==> src/rtl/uart_tx_scheduler.sv <==
// Round-robin scheduler sharing one UART transmitter among NREQ byte requesters.
// Grants one byte per handshake, strobes the UART and tracks busy until the line is free again.
module uart_tx_scheduler #(
    parameter int NREQ         = 2,
    parameter int ID_W         = 1,
    parameter int BUSY_TIMEOUT = 16,
    parameter int GUARD        = 2
) (
    input  logic                clk,
    input  logic                reset,
    input  logic [NREQ-1:0]     req_valid,
    input  logic [NREQ*8-1:0]   req_data,
    output logic [NREQ-1:0]     req_ready,
    output logic                uart_transmit,
    output logic [7:0]          uart_tx_byte,
    input  logic                uart_tx_busy,
    output logic [ID_W-1:0]     active_id,
    output logic                busy,
    output logic                timeout_err,
    input  logic                err_clear
);

    localparam int CNT_MAX = (BUSY_TIMEOUT > GUARD) ? BUSY_TIMEOUT : GUARD;
    localparam int CNT_W   = $clog2(CNT_MAX + 1);
    localparam logic [CNT_W-1:0] TO_LAST  = CNT_W'(BUSY_TIMEOUT - 1);
    localparam logic [CNT_W-1:0] GUARD_LD = CNT_W'(GUARD);
    localparam logic [CNT_W-1:0] CNT_SAT  = CNT_W'(CNT_MAX);

    typedef enum logic [2:0] {
        IDLE       = 3'd0,
        LAUNCH     = 3'd1,
        WAIT_BUSY  = 3'd2,
        WAIT_DONE  = 3'd3,
        GUARD_WAIT = 3'd4
    } state_e;

    state_e            state_q, state_d;
    logic [ID_W-1:0]   last_q, last_d;
    logic [ID_W-1:0]   id_q, id_d;
    logic [7:0]        byte_q, byte_d;
    logic [CNT_W-1:0]  cnt_q, cnt_d;
    logic              err_q, err_d;

    logic              hi_hit_s, lo_hit_s, grant_en_s;
    logic [ID_W-1:0]   hi_idx_s, lo_idx_s, gnt_idx_s;
    logic [7:0]        gnt_byte_s;
    logic [NREQ-1:0]   req_ready_s;
    logic [CNT_W-1:0]  cnt_inc_s;

    // Round-robin pick: lowest valid index above last, else lowest valid index overall.
    always_comb begin
        hi_hit_s   = 1'b0;
        lo_hit_s   = 1'b0;
        hi_idx_s   = {ID_W{1'b0}};
        lo_idx_s   = {ID_W{1'b0}};
        gnt_byte_s = 8'h00;
        for (int j = NREQ - 1; j >= 0; j--) begin
            lo_idx_s = req_valid[j] ? ID_W'(j) : lo_idx_s;
            lo_hit_s = lo_hit_s | req_valid[j];
            hi_idx_s = (req_valid[j] && (ID_W'(j) > last_q)) ? ID_W'(j) : hi_idx_s;
            hi_hit_s = hi_hit_s | (req_valid[j] && (ID_W'(j) > last_q));
        end
        gnt_idx_s  = hi_hit_s ? hi_idx_s : lo_idx_s;
        grant_en_s = reset && (state_q == IDLE) && lo_hit_s;
        for (int j = 0; j < NREQ; j++) begin
            gnt_byte_s     = (gnt_idx_s == ID_W'(j)) ? req_data[8*j +: 8] : gnt_byte_s;
            req_ready_s[j] = grant_en_s && (gnt_idx_s == ID_W'(j));
        end
    end

    // Next-state logic for the transfer sequencer, counters and sticky error.
    always_comb begin
        state_d   = state_q;
        last_d    = last_q;
        id_d      = id_q;
        byte_d    = byte_q;
        cnt_d     = cnt_q;
        cnt_inc_s = (cnt_q == CNT_SAT) ? cnt_q : cnt_q + CNT_W'(1);
        err_d     = err_clear ? 1'b0 : err_q;
        case (state_q)
            IDLE: begin
                if (grant_en_s) begin
                    byte_d  = gnt_byte_s;
                    id_d    = gnt_idx_s;
                    last_d  = gnt_idx_s;
                    state_d = LAUNCH;
                end else begin
                    state_d = IDLE;
                end
            end
            LAUNCH: begin
                cnt_d   = {CNT_W{1'b0}};
                state_d = WAIT_BUSY;
            end
            WAIT_BUSY: begin
                if (uart_tx_busy) begin
                    state_d = WAIT_DONE;
                end else if (cnt_inc_s >= TO_LAST) begin
                    // Unacknowledged strobe: the byte is dropped, the line still gets its guard gap.
                    err_d   = 1'b1;
                    cnt_d   = GUARD_LD;
                    state_d = GUARD_WAIT;
                end else begin
                    cnt_d = cnt_inc_s;
                end
            end
            WAIT_DONE: begin
                if (uart_tx_busy) begin
                    state_d = WAIT_DONE;
                end else begin
                    cnt_d   = GUARD_LD;
                    state_d = GUARD_WAIT;
                end
            end
            GUARD_WAIT: begin
                if (cnt_q <= CNT_W'(1)) begin
                    state_d = IDLE;
                end else begin
                    cnt_d = cnt_q - CNT_W'(1);
                end
            end
            default: begin
                state_d = IDLE;
            end
        endcase
    end

    // State and datapath registers with asynchronous active-low reset.
    always_ff @(posedge clk or negedge reset) begin
        if (!reset) begin
            state_q <= IDLE;
            last_q  <= ID_W'(NREQ - 1);
            id_q    <= {ID_W{1'b0}};
            byte_q  <= 8'h00;
            cnt_q   <= {CNT_W{1'b0}};
            err_q   <= 1'b0;
        end else begin
            state_q <= state_d;
            last_q  <= last_d;
            id_q    <= id_d;
            byte_q  <= byte_d;
            cnt_q   <= cnt_d;
            err_q   <= err_d;
        end
    end

    assign req_ready     = req_ready_s;
    assign uart_transmit = (state_q == LAUNCH);
    assign uart_tx_byte  = byte_q;
    assign active_id     = id_q;
    assign busy          = (state_q != IDLE);
    assign timeout_err   = err_q;

endmodule
==> config.mk <==
export PLATFORM = sky130hd
export DESIGN_NAME = uart_tx_scheduler
export DESIGN_NICKNAME = d
export VERILOG_FILES = /design/src/rtl/uart_tx_scheduler.sv
export SDC_FILE = /design/constraint.sdc
export NUM_CORES = 1
export LEC_CHECK = 0
export CORE_MARGIN = 1.5
export CORE_UTILIZATION = 45
export DETAILED_ROUTE_END_ITERATION = 10
export PLACE_DENSITY = 0.82
export SLEW_MARGIN = 30
export SYNTH_ARGS = -nofsm -noshare
export SYNTH_HDL_FRONTEND = slang
export SYNTH_SLANG_ARGS = --single-unit
==> constraint.sdc <==
create_clock -name clk -period 2.4 [get_ports clk]
set_input_delay 0.36 -clock clk [delete_from_list [all_inputs] [get_ports clk]]
set_output_delay 0.36 -clock clk [all_outputs]
set_load 0.02 [all_outputs]
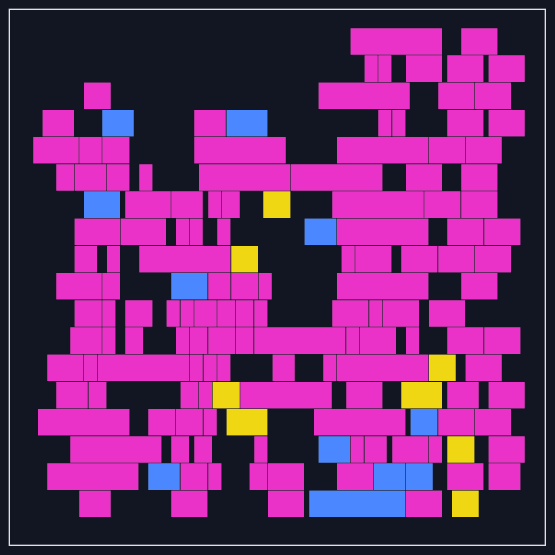
sizes.png
(10 px per um)
legend:
  _0 and _1 cells:
    colour: magenta
    cells: 134
    most_used: clkdlybuf4s50_1
  _2 cells:
    colour: blue
    cells: 11
  _3 and _4 cells:
    colour: yellow
    cells: 8

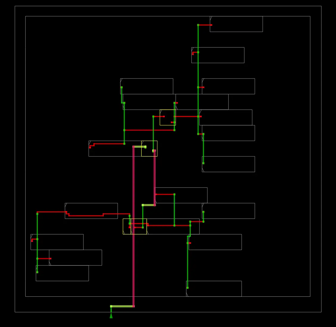
clocks.png
Skew-Pair Late Insertion Delay: 0.28 ns
clock-net power: 0.000152 W
clock skew: 0.00341 ns
Flops: 19
clock buffer count: 4

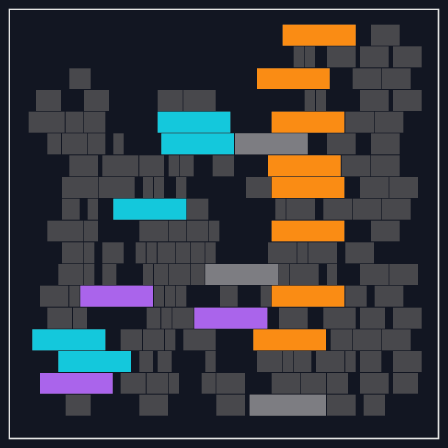
flops_by_reg.png
(8 px per um) Other sequential cells in the stronger grey, the rest of the logic in the fainter grey.
legend:
  cnt_q:
    colour: cyan
    placed_flops: 5
  uart_tx_byte:
    colour: orange
    placed_flops: 8
  state_q:
    colour: purple
    placed_flops: 3

==> GITHUB_STEP_SUMMARY <==
### Yosys + OpenROAD results

| Metric | Value |
|---|---|
| CP max stage cell | `dfrtp_1` |
| Routing usage on met2 | `0.391` |
| GRT Residual Overflow | `0` |
| Layout cells sized above 1 | `0.124` |
| Post-route minimum period | `2.21 ns` |
| Warnings, synthesis | `0` |
| Dominant cell area share | `0.393` |
| DR vias/cell | `5.84` |
| Most Crowded Layer GR | `met2` |
| Hpwl dp | `2200 um` |
| Syn avg cell area | `9.63 um2` |
| Syn Std Cell Area | `1150 um2` |
| Comb. pwr | `0.000987 W` |
| Hold Buf Count CTS | `0` |
| Sequential power | `0.000621 W` |
| Leakage | `0.686 nW` |
| CTS max path bufs | `2` |
| Top area cell types | `dfrtp_1 39%, a222oi_1 7.0%, ha_1 5.5%` |
| Clk slew on worst S/H paths | `0.10 ns` |
| GR Util met1 | `0.231` |
| CP endpoint kind | `output port` |
| Routed wire length | `2810 um` |
| CTS H-tree depth | `1` |
| CORE AREA | `2430 um2` |
| Clock sink count | `19` |
| Worst hold path class | `primary input to async pin` |
| Comb power frac | `0.561` |
| Worst Tran Pin Value | `0.465 ns` |
| Non-clk bufs | `38` |
| GRT Total Usage | `0.211` |
| Inverters | `15` |
| Synth mux share | `0.00983` |
| Yosys reg bits | `19` |
| Nets | `181` |
| Startpoint types | `flop` |
| Hold Slack | `0.431 ns` |
| Core Util, Final | `0.625` |
| Post-CTS Setup Bufs | `0` |
| Reg2Reg Setup Slack | `0.31 ns` |
| GR Util met3 | `0.0198` |
| Placement Cell Area | `1500 um2` |
| Place WS | `0.225 ns` |
| I/O pins | `36` |
| Register area | `477 um2` |
| Req. time, crit path | `2.04 ns` |
| Pwr dens | `1160 nW/um2` |
| Most frequent cell after synthesis | `dfrtp_1` |
| Stage-log warning count | `30` |
| Simple Share, Synth | `0.169` |
| Xor/xnor share | `0` |
| Status | `finished, final reports clean` |
| Floorplan Utilization | `0.471` |
| Fmax | `453 MHz` |
| Max_cap viols | `0` |
| Highest routed layer | `met4` |
| EDFF count, synth | `0` |
| Main logic family after synthesis | `AND-OR/OR-AND gates` |
| Highest ir drop seen on vdd | `0.758 mV` |
| Largest class | `combinational gates` |
| Root buffer cell | `clkbuf_4` |
| Setup_tns | `0 ns` |
| Post-Layout Cell Count | `183` |
| # Taps | `30` |
Power and IR drop assume default switching activity.
